File: src/rtl/kara_pkg.sv
// Shared FSM encoding and width helpers for the sequential Karatsuba multiplier.
package kara_pkg;

    typedef enum logic [2:0] {
        IDLE    = 3'd0,
        MUL_HI  = 3'd1,
        MUL_LO  = 3'd2,
        MUL_MID = 3'd3,
        COMBINE = 3'd4,
        DONE    = 3'd5
    } kara_state_e;

    // Widths derived from the operand width n: H, H+1, 2H+2 and 2N+1.
    function automatic int half_w(input int n);
        return n / 2;
    endfunction

    function automatic int sum_w(input int n);
        return n / 2 + 1;
    endfunction

    function automatic int mid_w(input int n);
        return 2 * (n / 2) + 2;
    endfunction

    function automatic int wide_w(input int n);
        return 2 * n + 1;
    endfunction

endpackage

File: src/rtl/full_adder.sv
// One-bit full adder; the building block of the ripple-carry adders.
module full_adder (
    input  logic a,
    input  logic b,
    input  logic cin,
    output logic sum,
    output logic cout
);

    assign sum  = a ^ b ^ cin;
    assign cout = (a & b) | (cin & (a ^ b));

endmodule

File: src/rtl/kara_half_mul.sv
// Combinational (H+1)x(H+1) unsigned array multiplier shared by all Karatsuba partial products.
module kara_half_mul
    import kara_pkg::*;
#(
    parameter int N = 16
) (
    input  logic [sum_w(N)-1:0]   a,
    input  logic [sum_w(N)-1:0]   b,
    output logic [2*sum_w(N)-1:0] p
);

    localparam int W = sum_w(N);

    logic [W-1:0] pp [W];
    logic [W-1:0] hi [W];

    for (genvar i = 0; i < W; i++) begin : g_pp
        assign pp[i] = a & {W{b[i]}};
    end

    // Each row retires one product bit; hi carries the upper W bits of the running sum.
    assign p[0]  = pp[0][0];
    assign hi[0] = {1'b0, pp[0][W-1:1]};

    for (genvar i = 1; i < W; i++) begin : g_row
        logic [W-1:0] s;
        logic         c;

        rca_Nbit #(.WIDTH(W)) u_rca (
            .a   (hi[i-1]),
            .b   (pp[i]),
            .cin (1'b0),
            .sum (s),
            .cout(c)
        );

        assign p[i]  = s[0];
        assign hi[i] = {c, s[W-1:1]};
    end

    assign p[2*W-1:W] = hi[W-1];

endmodule

File: src/rtl/rca_Nbit.sv
// Parameterised ripple-carry adder built from a chain of full adders.
module rca_Nbit #(
    parameter int WIDTH = 8
) (
    input  logic [WIDTH-1:0] a,
    input  logic [WIDTH-1:0] b,
    input  logic             cin,
    output logic [WIDTH-1:0] sum,
    output logic             cout
);

    logic [WIDTH:0] carry;

    assign carry[0] = cin;

    for (genvar i = 0; i < WIDTH; i++) begin : g_bit
        full_adder u_fa (
            .a   (a[i]),
            .b   (b[i]),
            .cin (carry[i]),
            .sum (sum[i]),
            .cout(carry[i+1])
        );
    end

    assign cout = carry[WIDTH];

endmodule

File: src/rtl/seq_karatsuba_mul.sv
// Sequential signed/unsigned Karatsuba multiplier: three products through one shared
// multiplier, then a combine step, with a valid/ready handshake on both sides.
module seq_karatsuba_mul
    import kara_pkg::*;
#(
    parameter int N = 16
) (
    input  logic           clk,
    input  logic           rst,
    input  logic           in_valid,
    output logic           in_ready,
    input  logic [N-1:0]   in_x,
    input  logic [N-1:0]   in_y,
    input  logic           in_signed,
    output logic           out_valid,
    input  logic           out_ready,
    output logic [2*N-1:0] out_product
);

    localparam int H  = half_w(N);
    localparam int HS = sum_w(N);
    localparam int PM = mid_w(N);
    localparam int WW = wide_w(N);
    localparam int PW = 2 * N;

    kara_state_e   state;
    logic [N-1:0]  x_mag;
    logic [N-1:0]  y_mag;
    logic          neg;
    logic [PM-1:0] p_hh;
    logic [PM-1:0] p_ll;
    logic [PM-1:0] p_m;
    logic [PM-1:0] mul_p;
    logic [HS-1:0] mul_a;
    logic [HS-1:0] mul_b;
    logic [PW-1:0] product;
    logic [PW-1:0] sum_raw;
    logic [PW-1:0] combined;
    logic [N-1:0]  x_abs;
    logic [N-1:0]  y_abs;
    logic          x_neg;
    logic          y_neg;
    logic          accept;

    assign in_ready    = (state == IDLE) && !rst;
    assign accept      = in_valid && in_ready;
    assign out_valid   = (state == DONE);
    assign out_product = product;

    // N-bit magnitudes: -2^(N-1) negates onto itself, which is already the right unsigned value.
    assign x_neg = in_signed && in_x[N-1];
    assign y_neg = in_signed && in_y[N-1];
    assign x_abs = x_neg ? (~in_x + 1'b1) : in_x;
    assign y_abs = y_neg ? (~in_y + 1'b1) : in_y;

    always_comb begin
        mul_a = '0;
        mul_b = '0;
        case (state)
            MUL_HI: begin
                mul_a = {1'b0, x_mag[N-1:H]};
                mul_b = {1'b0, y_mag[N-1:H]};
            end
            MUL_LO: begin
                mul_a = {1'b0, x_mag[H-1:0]};
                mul_b = {1'b0, y_mag[H-1:0]};
            end
            MUL_MID: begin
                mul_a = {1'b0, x_mag[N-1:H]} + {1'b0, x_mag[H-1:0]};
                mul_b = {1'b0, y_mag[N-1:H]} + {1'b0, y_mag[H-1:0]};
            end
            default: begin
                mul_a = '0;
                mul_b = '0;
            end
        endcase
    end

    kara_half_mul #(.N(N)) u_half_mul (
        .a(mul_a),
        .b(mul_b),
        .p(mul_p)
    );

    // The middle term is xh*yl + xl*yh, always non-negative, so 2N+1 bits never wrap.
    assign sum_raw  = PW'((WW'(p_hh) << N)
                        + ((WW'(p_m) - WW'(p_hh) - WW'(p_ll)) << H)
                        + WW'(p_ll));
    assign combined = neg ? (~sum_raw + 1'b1) : sum_raw;

    always_ff @(posedge clk) begin
        if (rst) begin
            state   <= IDLE;
            x_mag   <= '0;
            y_mag   <= '0;
            neg     <= 1'b0;
            p_hh    <= '0;
            p_ll    <= '0;
            p_m     <= '0;
            product <= '0;
        end else begin
            case (state)
                IDLE: begin
                    if (accept) begin
                        x_mag <= x_abs;
                        y_mag <= y_abs;
                        neg   <= x_neg ^ y_neg;
                        state <= MUL_HI;
                    end
                end
                MUL_HI: begin
                    p_hh  <= mul_p;
                    state <= MUL_LO;
                end
                MUL_LO: begin
                    p_ll  <= mul_p;
                    state <= MUL_MID;
                end
                MUL_MID: begin
                    p_m   <= mul_p;
                    state <= COMBINE;
                end
                COMBINE: begin
                    product <= combined;
                    state   <= DONE;
                end
                DONE: begin
                    if (out_ready) begin
                        state <= IDLE;
                    end
                end
                default: state <= IDLE;
            endcase
        end
    end

endmodule

File: config.mk
export PLATFORM = sky130hd
export DESIGN_NAME = seq_karatsuba_mul
export DESIGN_NICKNAME = d
export VERILOG_FILES = /design/src/rtl/kara_pkg.sv /design/src/rtl/full_adder.sv /design/src/rtl/kara_half_mul.sv /design/src/rtl/rca_Nbit.sv /design/src/rtl/seq_karatsuba_mul.sv
export SDC_FILE = /design/constraint.sdc
export NUM_CORES = 1
export LEC_CHECK = 0
export ABC_CLOCK_PERIOD_IN_PS = 12600
export CAP_MARGIN = 10
export CORE_MARGIN = 2
export CORE_UTILIZATION = 55
export DETAILED_ROUTE_END_ITERATION = 16
export HOLD_SLACK_MARGIN = 0.05
export PLACE_DENSITY = 0.89
export SKIP_CTS_REPAIR_TIMING = 1
export SYNTH_ARGS = -nofsm -noshare
export SYNTH_HDL_FRONTEND = slang
export SYNTH_SLANG_ARGS = --single-unit
File: constraint.sdc
create_clock -name clk -period 12.6 [get_ports clk]
set_clock_uncertainty 0.1 [all_clocks]
set_input_delay 1.89 -clock clk [delete_from_list [all_inputs] [get_ports clk]]
set_output_delay 1.89 -clock clk [all_outputs]
set_load 0.01 [all_outputs]
Run 1, floorplan with the power grid:
Scale bar: 50 um. Pins as bars on the die edge.
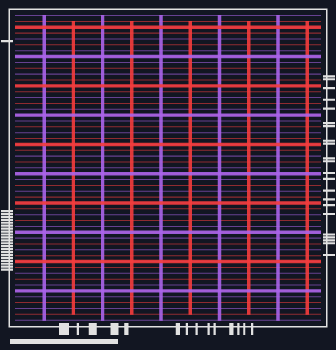
Key: purple = VSS; red = VDD
The core has 52 rows. 71 signal pins sit on the boundary. 10 straps on met5. 10 straps on met4. 53 met1 rails follow the rows.
core area: 0.0201 mm^2
VDD IR max: 0.0919 mV
die height: 147 um

Run 1, cells coloured by class:
Fill, decap, tap and diode cells in grey.
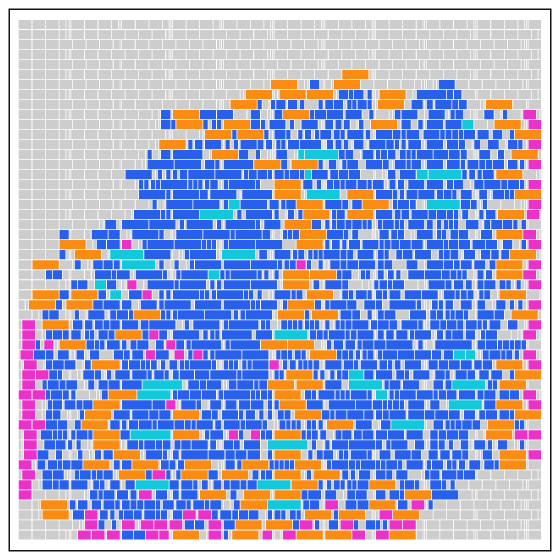
Key: orange = registers [cells 122, share of their area 20%]; blue = remaining logic cells [cells 1188, share of their area 69%]; cyan = clock drivers and dummy loads [cells 32, share of their area 4.9%]; magenta = remaining buffers and delay cells [cells 85, share of their area 6.5%]
flop share of the area: 19.1%
fin area: 0.0128 mm^2
Final Util: 63.5%
FP Rows: 52

Run 1, clock network drawn from the DEF:
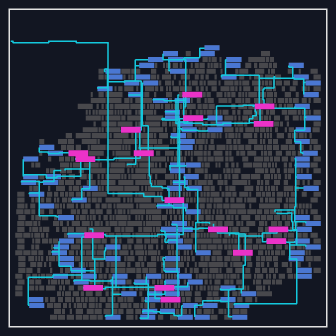
Key: blue = flip-flops [count 122]; cyan = clock wires [length 1930 um]; magenta = clock-net drivers [count 17]
There are 18 routed clock nets. Position of the flops: all over the die.
Clk network pwr share: 25.8%
clk latency late pin: 0.43 ns
P_clk: 0.523 mW

Run 1, metal layers overlaid:
Scale bar: 50 um. Only two layers are drawn.
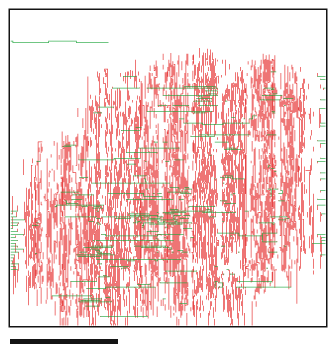
Key: green = M3 [wire length 1570 um]; red = M2 [wire length 14200 um]
gr usage total: 26.4%
average wire per standard cell: 16.3 um
Routed WL: 27700 um

==> impl_metrics.tcl, run 1 <==
# flow metrics
set metrics [dict create \
    synthFlopType "dfxtp_1" \
    seq_power_share_pct 21.7 \
    tightestPinTransition_ns 1.19 \
    top_area_share_pct 21.8 \
    tool_warnings 26 \
    via_per_inst 5.99 \
    ys_cells 1372 \
    antenna_found_initial 0 \
    grt_pass1_wl_um 46700 \
    fp_util_pct 55.7 \
    critPathSlowestCell "fa_1" \
    clockRootBuffer "clkbuf_16" \
    swShare_pct 42.4 \
    setup_violations 0 \
    grt_overflow 0 \
    synth-edff-count 0 \
    place.gp.congestion 0.950 \
    ys_area_mm2 0.0112 \
    ys_seq_share_pct 21.8 \
    synthTopLogicFamily "adder cells" \
    syn-num-nets 1586 \
    syn_area_mm2 0.0112 \
    drc 0 \
    fmax_mhz 81.8 \
    status "finished clean" \
    cts_buffers 17 \
    power.density_mw_per_mm2 159 \
    ys_sh_xor_pct 8.48 \
    critPathTopFamily "adder cells" \
    path_buffers 3 \
    vias 10200 \
    worstPathMaxFanout 9 \
    dp_hpwl_um 20400 \
    cts_tree "yes" \
    grt_max_degree 87 \
    layout.nets 1628 \
    maxSlewViolCount 0 \
    synth_area_per_cell_um2 8.17 \
    hold_path.class "register to register" \
    htree_levels 4 \
    clock_tree.buffer_depth 2 \
    pin_count 71 \
    fin_crit_sh_pct 97.0 \
    mux_share_pct 0.938 \
    fin_tns_setup_ns 0 \
    p_leak_nw 5.14 \
    p_comb_share_pct 52.5 \
    worstPathRequired_ns 12.78 \
    ant_nets 0 \
    portBuffers 70 \
    simple_gate_share_pct 19.6 \
    aoi_share_pct 19.4 \
    crit_arrival_ns 12.40 \
    startpoint_type "register" \
    syn_inst 1372 \
    hold_violations 0 \
    dr.first_iter.drc_count 685 \
    clock_sink_count 122 \
    synth-async-reset-ratio_pct 0 \
    rsz0062_at_grt "false" \
    ys_warn_count 0 \
    p_sw_mw 0.858 \
    syn_to_final_growth_pct 14.0 \
    relSlewSlack_pct 20.8 \
    power.internal_mw 1.17 \
    cp_slowest_stage_delay_ns 0.61 \
    path_class "register to register" \
    finalCriticalPeriod_ns 12.22 \
    worst_setup_path_end_kind "register" \
    cap_violations 0 \
    drive_gt1_share_pct 6.38 \
    die_area_mm2 0.0215 \
    num_antenna_cells 0 \
    topCellsByArea "dfxtp_1 (22%), fa_1 (13%), ha_1 (12%)" \
    adder_share_pct 24.5 \
    drtPass1Iterations 5 \
    die_w_um 147 \
    crit_top_cell "fa_1" \
    path_clk_slew_ns 0.06 \
    synth_flops 122 \
    top_area_cell "dfxtp_1" \
    grt_pass1_vias 10300 \
    synth_cell_type_count 67 \
]
## run 1: Yosys cell counts, drive strengths merged (15+ instances only)
cell type / number
nor2: 190
nand2: 133
dfxtp: 122
ha: 107
a21oi: 91
inv: 87
o21ai: 78
fa: 70
xnor2: 67
a211oi: 58
clkbuf: 53
xor2: 39
nand3b: 32
nand2b: 19
o31ai: 19
nor3: 17
a21o: 15
nand3: 15
## run 1: cell usage in the layout, fill, tap and decap left out, drive strengths merged, types with 6 or more instances in the layout
cell	count
a211oi	58
a21o	15
a21oi	91
a222oi	8
a22o	7
a31oi	8
and2	7
buf	16
clkbuf	17
clkdlybuf4s50	69
dfxtp	122
fa	70
ha	107
inv	93
mux2i	6
nand2	133
nand2b	19
nand3	15
nand3b	32
nand4	7
nor2	190
nor2b	12
nor3	17
nor4	7
o21a	9
o21ai	78
o21bai	8
o31ai	19
or2	7
or3	10
xnor2	67
xor2	39
## run 1: layer usage
| layer | vias up | part of all wire, % | track usage [%] |
|---|---|---|---|
| li1 | 4869 | - | - |
| met3 | 94 | 5.7 | 4.88 |
| met1 | 4812 | 39 | 28.7 |
| met4 | 0 | 3.8 | 13.1 |
| met5 | - | 0 | 0 |
| met2 | 388 | 51 | 49.2 |
## run 1: power by group through the flow
stage	sequential, mW	clock (mW)	combinational, mW
detailed placement	0.446	0	1.03
floorplan	0.436	0	0.836
global placement	0.445	0	1.00
finish	0.440	0.523	1.06
CTS	0.438	0.526	1.05
global route	0.442	0.542	1.18
## run 1: per-stage QoR
step           cell area [um^2]  hold WS [ns]  cells  total power [mW]  setup WS [ns]
2_1_floorplan             11200         0.336   1372              1.27          0.896
3_3_place_gp              12100         0.339   1665              1.45          0.663
3_5_place_dp              12100         0.347   1665              1.48          0.386
4_1_cts                   12700         0.357   1697              2.01          0.250
5_1_grt                   12800         0.383   1697              2.16         0.0235
6_report                  12800         0.354   1697              2.03          0.381
## run 1: path summary, 6_finish.rpt
kind,startpoint,to,slack (ns),cells past startpoint
max,y_mag[0],p_ll[16],0.38,33
min,out_product[0],out_product[0],0.35,2
max reg2reg,y_mag[0],p_ll[16],0.38,33
min reg2reg,out_product[0],out_product[0],0.35,2
## run 1: final cells by class
| class | count | area, um^2 |
|---|---|---|
| clock inverter | 15 | 189 |
| tap | 270 | 338 |
| clock buffer | 17 | 425 |
| inverter | 87 | 327 |
| multi-input combinational | 1101 | 8240 |
| sequential | 122 | 2440 |
| timing repair buffer | 85 | 811 |
| fill | 1531 | 7330 |
## run 1: flip-flops by register name, indices dropped and copies added (netlist names)
register and cells:
p_m 18, neg 1, y_mag 16, x_mag 16, out_product 32, p_ll 18, p_hh 18, state 3
## run 1: worst reg2reg max path: cells and delay by family, from the launching register on
kind	cells	cell delay (ns)
adder cells (fa/ha/maj)	25	10.69
buffers and inverters	3	0.20
AND-OR/OR-AND	2	0.28
flip-flops	1	0.34
AND/OR/NAND/NOR	2	0.18
multiplexers	1	0.28
--- run 2 (diff from run 1) ---
--- a/config.mk
+++ b/config.mk
@@ -13,6 +13,7 @@
 export HOLD_SLACK_MARGIN = 0.05
 export PLACE_DENSITY = 0.89
 export SKIP_CTS_REPAIR_TIMING = 1
+export SKIP_LAST_GASP = 1
 export SYNTH_ARGS = -nofsm -noshare
 export SYNTH_HDL_FRONTEND = slang
 export SYNTH_SLANG_ARGS = --single-unit
Run 2, cells coloured by class:
Fill, decap, tap and diode cells in grey.
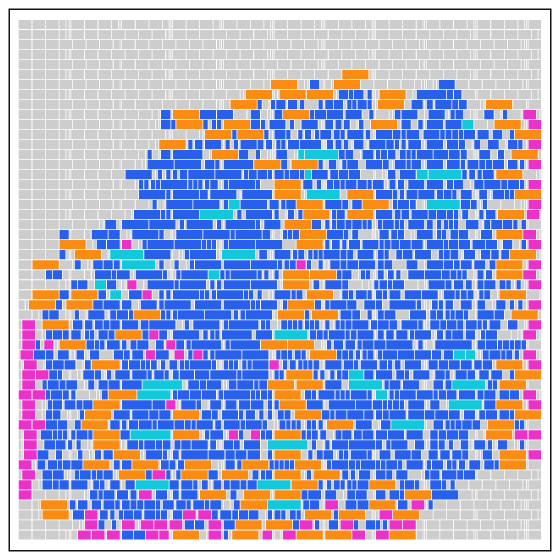
Key: magenta = remaining buffers and delay cells [cells 85, share of their area 6.5%]; cyan = clock drivers and dummy loads [cells 32, share of their area 4.9%]; blue = remaining logic cells [cells 1188, share of their area 69%]; orange = registers [cells 122, share of their area 20%]

Run 2, floorplan with the power grid:
Scale bar: 50 um. Pins as bars on the die edge.
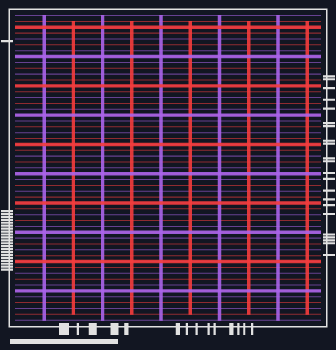
Key: purple = VSS; red = VDD
10 straps on met4. 71 signal pins sit on the boundary. 53 met1 rails follow the rows. The core has 52 rows. 10 straps on met5.
die x size: 147 um

==> run 2 against run 1 <==
  * Area after synthesis did not move
  * Cell count did not move
  * Critical path depth did not move
  * Setup slack did not move
  * Die size did not move
  * Combinational power barely moved
  * Non-clock buffer count did not move
  * Sequential cell count did not move
  * Via count did not move
  * First-iteration DRC count did not move
  * Critical endpoint unchanged
==> impl_metrics.tcl, run 2 <==
# flow metrics
set metrics [dict create \
    clock_tree.buffer_depth 2 \
    fin_cells 1697 \
    worst_setup_path_end_kind "register" \
    drtPass1Iterations 5 \
    drc 0 \
    ant_nets 0 \
    fin_crit_sh_pct 97.0 \
    status "finished clean" \
    timing.hold.ws_ns 0.354 \
    hold_violations 0 \
    grt_overflow 0 \
    pin_count 71 \
    power_mw 2.03 \
    nFillCells 1531 \
    drive_gt1_share_pct 6.38 \
    syn-num-nets 1586 \
    dr.first_iter.drc_count 685 \
    worstPathRequired_ns 12.78 \
    grt_pass1_vias 10300 \
    ys_area_mm2 0.0112 \
    synthFlopType "dfxtp_1" \
    cts_tree "yes" \
    clock_sink_count 122 \
    lay_top_count "nor2_1" \
    ff2ff_path_depth 33 \
    grt_pass1_wl_um 46700 \
    grt_usage_pct 26.4 \
    tool_warnings 26 \
    syn_area_mm2 0.0112 \
    fp_util_pct 55.7 \
    cts_buffers 17 \
    fin_tns_setup_ns 0 \
    rsz0062_at_grt "false" \
    post-place-cells 1665 \
    wl_per_cell_um 16.3 \
    hold_path.class "register to register" \
    syn_inst 1372 \
    yosysMostFrequentCell "nor2_1" \
    clockRootBuffer "clkbuf_16" \
    num_antenna_cells 0 \
    syn_to_final_growth_pct 14.0 \
    synth_flops 122 \
    dpl_cell_area_mm2 0.0121 \
    top_area_cell "dfxtp_1" \
    setup_ws_ns 0.381 \
    tightestPinTransition_ns 1.19 \
    topCellsByArea "dfxtp_1 (22%), fa_1 (13%), ha_1 (12%)" \
    ys_seq_share_pct 21.8 \
]
==> run 2: cell counts in the layout (fill, tap and decap cells not counted) <==
Identical to the previous run, type by type.
==> run 2: cell type report <==
type | count | area, um^2 | area share (%)
multi-input combinational | 1101 | 8240 | 64.5
sequential | 122 | 2440 | 19.1
inverter | 87 | 327 | 2.56
clock inverter | 15 | 189 | 1.48
clock buffer | 17 | 425 | 3.33
tap | 270 | 338 | 2.65
timing repair buffer | 85 | 811 | 6.35
==> run 2: final timing paths <==
path / startpoint / end / slack (ns)
setup / recovery: y_mag[0] / p_ll[16] / 0.38
hold / removal: out_product[0] / out_product[0] / 0.35
setup reg to reg: y_mag[0] / p_ll[16] / 0.38
hold reg to reg: out_product[0] / out_product[0] / 0.35
==> run 2: logic make-up after synthesis <==
logic type	share of synthesized area (%)
compound gates	19.4
xor+xnor	8.48
fa+ha+maj	24.5
simple gates	19.6
flops	21.8
buf+inv	5.30
mux	0.938
==> run 2: critical path: cells and delay by family, from the launching register on <==
kind / cells / cell delay (ns)
adders and majority gates: 25 / 10.68
DFF: 1 / 0.34
muxes: 1 / 0.28
AOI/OAI and AO/OA: 2 / 0.28
buffers and inverters: 3 / 0.20
and+or+nand+nor: 2 / 0.18
==> run 2: metal layers <==
metal | vias up | global-route usage (%) | wire (um)
met5 | - | 0 | 0
met3 | 94 | 4.88 | 1570
met1 | 4812 | 28.7 | 10900
met2 | 388 | 49.2 | 14200
met4 | 0 | 13.1 | 1050
li1 | 4869 | - | -
==> run 2: power by group <==
group	internal [mW]	switching [mW]
clock network	0.315	0.208
logic	0.441	0.622
registers	0.412	0.0281
total	1.17	0.858
Power figures rest on the tool's default switching activity, not on a simulated workload.
